<file path="src/rtl/game_round_scheduler.sv">
// Guess-the-sum game sequencer: shows `rounds` random numbers, opens a timed
// answer window, then shows the result before returning to idle.
module game_round_scheduler #(
  parameter int NUM_HOLD = 5,
  parameter int ANS_WIN  = 15,
  parameter int RES_HOLD = 4
) (
  input  logic       clk,
  input  logic       rst,
  input  logic       start,
  input  logic [2:0] rounds_in,
  input  logic [4:0] rand_val,
  output logic       lfsr_step,
  input  logic [6:0] answer,
  input  logic       submit,
  output logic [7:0] disp_val,
  output logic [6:0] led,
  output logic [1:0] state,
  output logic       correct,
  output logic       done
);

  localparam int MAX_A    = (NUM_HOLD > ANS_WIN) ? NUM_HOLD : ANS_WIN;
  localparam int MAX_HOLD = (MAX_A > RES_HOLD) ? MAX_A : RES_HOLD;
  localparam int CW       = $clog2(MAX_HOLD + 1);
  localparam logic [CW-1:0] NUM_LAST = CW'(NUM_HOLD - 1);
  localparam logic [CW-1:0] ANS_LAST = CW'(ANS_WIN - 1);
  localparam logic [CW-1:0] RES_LAST = CW'(RES_HOLD - 1);

  typedef enum logic [1:0] {
    S_IDLE   = 2'd0,
    S_GEN    = 2'd1,
    S_ANSWER = 2'd2,
    S_RESULT = 2'd3
  } state_t;

  state_t          r_state, w_state_next;
  logic [2:0]      r_rounds, w_rounds_next;
  logic [2:0]      r_round_cnt, w_round_cnt_next;
  logic [CW-1:0]   r_cyc, w_cyc_next;
  logic [7:0]      r_sum, w_sum_next;
  logic [4:0]      r_num, w_num_next;
  logic [7:0]      r_disp, w_disp_next;
  logic [6:0]      r_led, w_led_next;
  logic            r_correct, w_correct_next;
  logic            r_done, w_done_next;

  logic [2:0]      w_clamp;
  logic [6:0]      w_sum_mod;
  logic            w_match;
  logic            w_gen_wrap;
  logic            w_gen_end;
  logic            w_ans_end;
  logic            w_res_last;

  assign w_clamp    = (rounds_in < 3'd3) ? 3'd3 : rounds_in;
  assign w_gen_wrap = (r_cyc == NUM_LAST);
  assign w_gen_end  = w_gen_wrap && ((r_round_cnt + 3'd1) == r_rounds);
  assign w_ans_end  = submit || (r_cyc == ANS_LAST);
  assign w_res_last = (r_cyc == RES_LAST);

  // sum never exceeds 217, so two conditional subtractions give mod 100
  always_comb begin
    w_sum_mod = r_sum[6:0];
    if (r_sum >= 8'd200)      w_sum_mod = 7'(r_sum - 8'd200);
    else if (r_sum >= 8'd100) w_sum_mod = 7'(r_sum - 8'd100);
  end

  // mod result is below 100, so answers above 99 can never match
  assign w_match   = (answer == w_sum_mod);
  assign lfsr_step = !rst && (r_state == S_GEN) && (r_cyc == '0);
  assign state     = r_state;
  assign disp_val  = r_disp;
  assign led       = r_led;
  assign correct   = r_correct;
  assign done      = r_done;

  always_ff @(posedge clk) begin
    if (rst) r_state <= S_IDLE;
    else     r_state <= w_state_next;
  end

  always_comb begin
    w_state_next = r_state;
    case (r_state)
      S_IDLE:   if (start)      w_state_next = S_GEN;
      S_GEN:    if (w_gen_end)  w_state_next = S_ANSWER;
      S_ANSWER: if (w_ans_end)  w_state_next = S_RESULT;
      S_RESULT: if (w_res_last) w_state_next = S_IDLE;
      default:                  w_state_next = S_IDLE;
    endcase
  end

  always_comb begin
    w_rounds_next    = r_rounds;
    w_round_cnt_next = r_round_cnt;
    w_cyc_next       = r_cyc;
    w_sum_next       = r_sum;
    w_num_next       = r_num;
    w_disp_next      = r_disp;
    w_led_next       = r_led;
    w_correct_next   = r_correct;
    case (r_state)
      S_IDLE: begin
        w_disp_next = {5'b0, w_clamp};
        w_led_next  = {w_clamp, 4'b0};
        if (start) begin
          w_rounds_next    = w_clamp;
          w_sum_next       = 8'd0;
          w_round_cnt_next = 3'd0;
          w_cyc_next       = '0;
        end
      end
      S_GEN: begin
        if (r_cyc == '0) begin
          w_num_next  = rand_val;
          w_disp_next = {3'b0, rand_val};
          w_led_next  = {rand_val, 2'b0};
          w_sum_next  = r_sum + {3'b0, rand_val};
        end
        if (w_gen_wrap) begin
          w_cyc_next       = '0;
          w_round_cnt_next = r_round_cnt + 3'd1;
        end else begin
          w_cyc_next = r_cyc + CW'(1);
        end
      end
      S_ANSWER: begin
        // the result display is loaded on the closing edge so RESULT shows it from its first cycle
        if (w_ans_end) begin
          w_correct_next = w_match;
          w_disp_next    = {1'b0, w_sum_mod};
          w_led_next     = w_match ? 7'h7F : 7'b1010101;
          w_cyc_next     = '0;
        end else begin
          w_disp_next = {1'b0, answer};
          w_led_next  = 7'd0;
          w_cyc_next  = r_cyc + CW'(1);
        end
      end
      S_RESULT: begin
        w_disp_next = {1'b0, w_sum_mod};
        w_led_next  = r_correct ? 7'h7F : 7'b1010101;
        if (w_res_last) begin
          w_cyc_next     = '0;
          w_correct_next = 1'b0;
        end else begin
          w_cyc_next = r_cyc + CW'(1);
        end
      end
      default: ;
    endcase
  end

  assign w_done_next = (w_state_next == S_RESULT) && (w_cyc_next == RES_LAST);

  always_ff @(posedge clk) begin
    if (rst) begin
      r_rounds    <= 3'd3;
      r_round_cnt <= 3'd0;
      r_cyc       <= '0;
      r_sum       <= 8'd0;
      r_num       <= 5'd0;
      r_disp      <= 8'd0;
      r_led       <= 7'd0;
      r_correct   <= 1'b0;
      r_done      <= 1'b0;
    end else begin
      r_rounds    <= w_rounds_next;
      r_round_cnt <= w_round_cnt_next;
      r_cyc       <= w_cyc_next;
      r_sum       <= w_sum_next;
      r_num       <= w_num_next;
      r_disp      <= w_disp_next;
      r_led       <= w_led_next;
      r_correct   <= w_correct_next;
      r_done      <= w_done_next;
    end
  end

endmodule

</file>
<file path="config.mk">
export PLATFORM = sky130hd
export DESIGN_NAME = game_round_scheduler
export DESIGN_NICKNAME = d
export VERILOG_FILES = /design/src/rtl/game_round_scheduler.sv
export SDC_FILE = /design/constraint.sdc
export NUM_CORES = 1
export LEC_CHECK = 0
export ABC_AREA = 1
export CORE_MARGIN = 4
export CORE_UTILIZATION = 45
export CTS_CLUSTER_DIAMETER = 120
export DETAILED_ROUTE_END_ITERATION = 6
export GPL_TIMING_DRIVEN = 0
export PLACE_DENSITY = 0.69
export SYNTH_ARGS = -nofsm -noshare
export SYNTH_HDL_FRONTEND = slang
export SYNTH_SLANG_ARGS = --single-unit
</file>
<file path="constraint.sdc">
create_clock -name clk -period 4.15 [get_ports clk]
set_input_delay 0.83 -clock clk [delete_from_list [all_inputs] [get_ports clk]]
set_output_delay 0.83 -clock clk [all_outputs]
set_load 0.05 [all_outputs]
</file>
Signal metal coverage by tile:
16 x 16 tiles, from black (low) to pale yellow (high), scaled to the fullest tile. Values are wire area over tile area, all layers added.
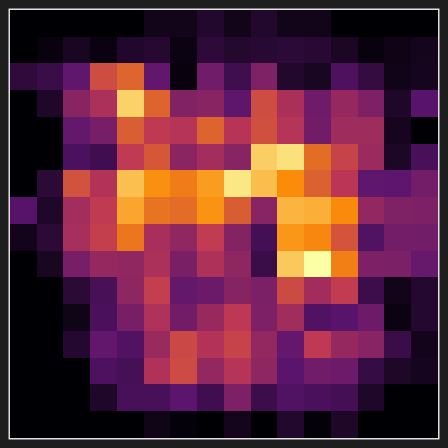
The fullest tile reaches 0.55. The densest ninth of the die: centre. The emptiest ninth of the die: south-west. 18% of the tiles are nearly empty. 20% of the tiles are over half the peak.

M1 wires:
Supply wires on this layer in grey.
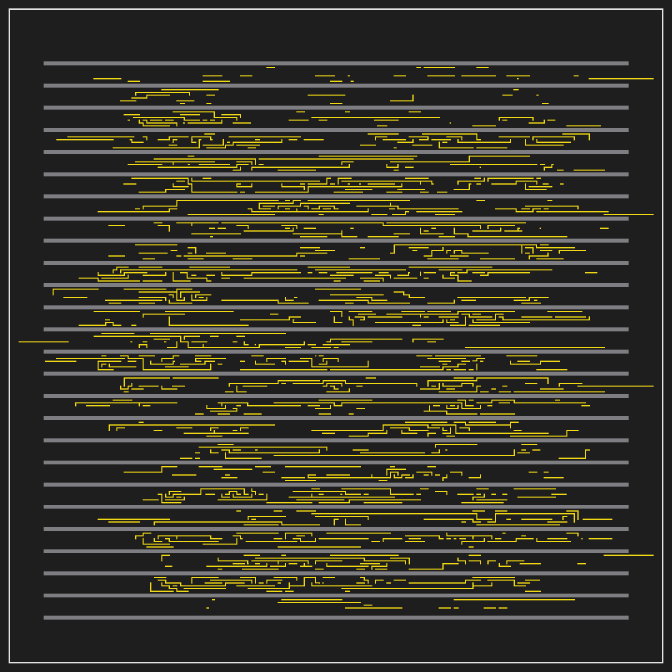
389 nets have wire on it. The longest straight run is 29.4 um. The layer holds 46% of the routed length.
Global Route met1 Usage: 27.31%
total length of routed wires: 6141 um
DR vias: 2378

Signal wires by layer:
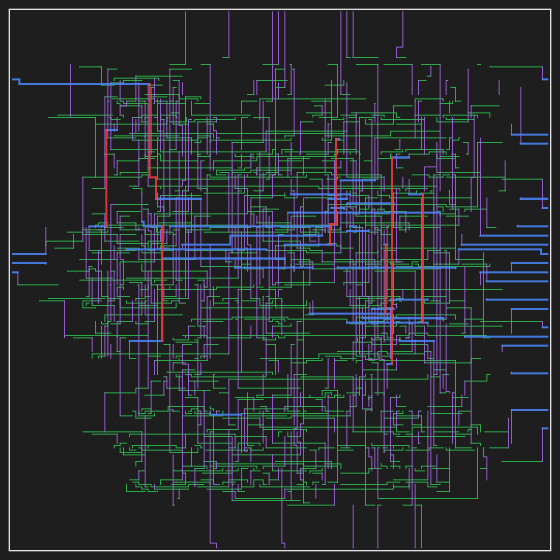
Green marks met1, wire length 2830 um. Blue marks met3, wire length 407 um. Purple marks met2, wire length 2780 um. Red marks met4, wire length 126 um.
routed len/inst: 13.29 um
Global Route Usage Sum: 20.51%

==> flow.log <==
[flow] final metrics
[metrics] port bufs: 37
[metrics] worst-case clock skew: 8.867 ps
[metrics] met3 WL post-DR: 407 um
[metrics] fraction of registers with async set or reset after synthesis: 0%
[metrics] critical path endpoint category: output pin
[metrics] crit path cell chain: clkdlybuf4s50_1 -> clkbuf_1 -> nor3_1 -> clkdlybuf4s50_1
[metrics] post-cts gate resize count: 0
[metrics] hold buffer count at CTS: 0
[metrics] proportion of cell area occupied by registers: 24.47%
[metrics] pin count of the biggest net entering global routing: 13
[metrics] count of plain and timing-repair buffers: 43
[metrics] area share of and/or/nand/nor cells after synthesis: 32.08%
[metrics] count of inverters other than clock inverters in the layout: 53
[metrics] ratio of total power to cell area: 358.8 mW/mm2
[metrics] post-route worst setup slack: 527.6 ps
[metrics] capture point of the worst path: lfsr_step
[metrics] I/O pin count: 39
[metrics] number of cells on the critical path: 4
[metrics] most frequent CP cell: clkdlybuf4s50_1
[metrics] maximum clock rate: 276.1 MHz
[metrics] master cell of the clock root buffer: clkbuf_8
[metrics] Synth top area share: 30.90%
[metrics] fill cell total of the finished layout: 465
[metrics] RSZ-0062 raised after global routing: no
[metrics] met2 track utilization from global routing: 33.20%
[metrics] startpoint type of the worst setup path: input port
[metrics] sequential cell count: 36
[metrics] WP data required: 3320 ps
[metrics] Max-area cell class: combinational gates
[metrics] number of slew-limit violations in the final report: 0
[metrics] clock slew at reported path FFs: 70 ps
[metrics] final HPWL from detailed placement: 4750 um
[metrics] flip-flop count of the largest register after layout: 8
[metrics] detailed-routing wirelength on met1: 2833 um
[metrics] status: complete, no violations
[metrics] post-route core utilization: 60.36%
[metrics] post-route design area: 0.002945 mm2
[metrics] total combinational power: 0.237 mW
[metrics] Comb power frac: 22.5%
[metrics] DR pass1 iterations: 5
[metrics] Die X: 79.99 um
[metrics] clk sink count: 36
[metrics] portion of the clock cycle consumed by the worst path in the final layout: 87.29%
[metrics] share of synthesized area occupied by flip-flops and latches: 30.90%
[metrics] number of tap instances: 67
[metrics] yosys warning tally: 0
[metrics] worst hold-check path type: flip-flop to flip-flop
[metrics] Top cell excl fill/tap: nand2_1
[metrics] number of buffers created by CTS: 5
[metrics] placed cells: 454
[metrics] TritonCTS clock tree: done
[metrics] clock group share of total power: 41.4%
[metrics] top sig layer: met4
[metrics] number of cell instances on the worst register-to-register path: 15
[metrics] sequential group power: 0.382 mW
[metrics] switching fraction of total power: 28.68%
[metrics] NumNets Final: 428
[metrics] peak supply drop: 0.2317 mV
[metrics] tool warnings: 31
[metrics] setup fix buffers added after clock tree synthesis: 0
[metrics] final weighted congestion in routability-driven placement: 0.8564
[metrics] number of nets at floorplan: 384
[metrics] launching element of the worst setup path: rst
[metrics] maximum net fanout on the critical path: 10
[metrics] number of clock-tree buffers in the layout: 5
[metrics] share of synthesized area spent on multiplexers: 0%
[metrics] clock network power: 0.437 mW
[metrics] global-route wire length before repair: 10320 um
[metrics] number of routed nets with antenna violations: 0
[metrics] final hold viol count: 0
[metrics] Yosys Chip Area: 0.002332 mm2
[metrics] most numerous cell in the Yosys netlist: nand2_1
[metrics] cell with the biggest individual delay on the critical path: clkdlybuf4s50_1
[metrics] main logic family after synthesis: simple AND/OR/NAND/NOR gates
[metrics] maximum buffer depth of the clock tree: 2
[metrics] mean instance size in the synthesized netlist: 6.664 um2
[metrics] total inserted antenna cells: 0
[metrics] overall power after layout: 1.057 mW
[metrics] reg2reg end: led[5]$_SDFFE_PP0P_
[metrics] area growth from synthesis to layout: 26.29%
[metrics] MI comb area: 0.001383 mm2
[metrics] reg-to-reg critical path startpoint: r_sum[3]$_SDFFE_PP0P_
[metrics] static leakage: 1.362 nW
[metrics] pre-CTS WS: 502.2 ps
[metrics] Post-synth top cells: nand2_1 (93), inv_1 (50), dfxtp_1 (36), nor2_1 (28), a21oi_1 (26)
[metrics] number of multi-input combinational cells in the layout: 255
[metrics] aoi share: 16.04%
[metrics] shortest period the worst path allows: 3622 ps
[metrics] synth top area cells: dfxtp_1 (31%), nand2_1 (15%), inv_1 (8.0%), ha_1 (7.5%), a21oi_1 (5.6%)
[metrics] area taken by flip-flops and latches: 720.7 um2
[metrics] clock-cell share of area: 5.395%
[metrics] initial antenna violation count: 0
[metrics] register-to-register setup slack: 2140 ps
[metrics] layout cells sized above 1: 7.848%
[metrics] number of buffers and inverters on the critical path: 3
[metrics] worst hold slack: 486.7 ps
[metrics] top cell family by delay on the critical path: buffers and inverters
[metrics] row count: 25
[metrics] most flop-heavy register: r_sum
[metrics] leading cell types in the layout, fill and taps excluded: nand2_1 (93), inv_1 (50), clkdlybuf4s50_1 (37)
[metrics] clk_lat worst skew: 300 ps
[metrics] main flop type: dfxtp_1
[metrics] leftover overflow at the end of global routing: 0
[metrics] xor and xnor fraction of the mapped netlist area: 2.629%
[metrics] Critical Setup Path Class: input port to output pin
[metrics] cell count after synthesis: 350
[metrics] initial standard-cell utilization of the core: 47.79%
[metrics] Post-Synthesis Cell Area: 0.002332 mm2
[metrics] critical hold path startpoint: r_round_cnt[2]$_SDFFE_PP0P_
[metrics] via count of the first global-routing pass: 2239
[metrics] Most Crowded Layer GR: met2
[metrics] post-synth top area cell: dfxtp_1
[metrics] Chip Height: 79.99 um
[metrics] Arrival @ worst endpoint: 2790 ps
[metrics] Main power group: the clock network
[metrics] Comb area share: 46.94%
[metrics] adder share: 8.369%
[metrics] met2 routed WL: 2774 um
[metrics] cell depth of the worst min-delay path: 2
Power is estimated from default activity; no workload was simulated.
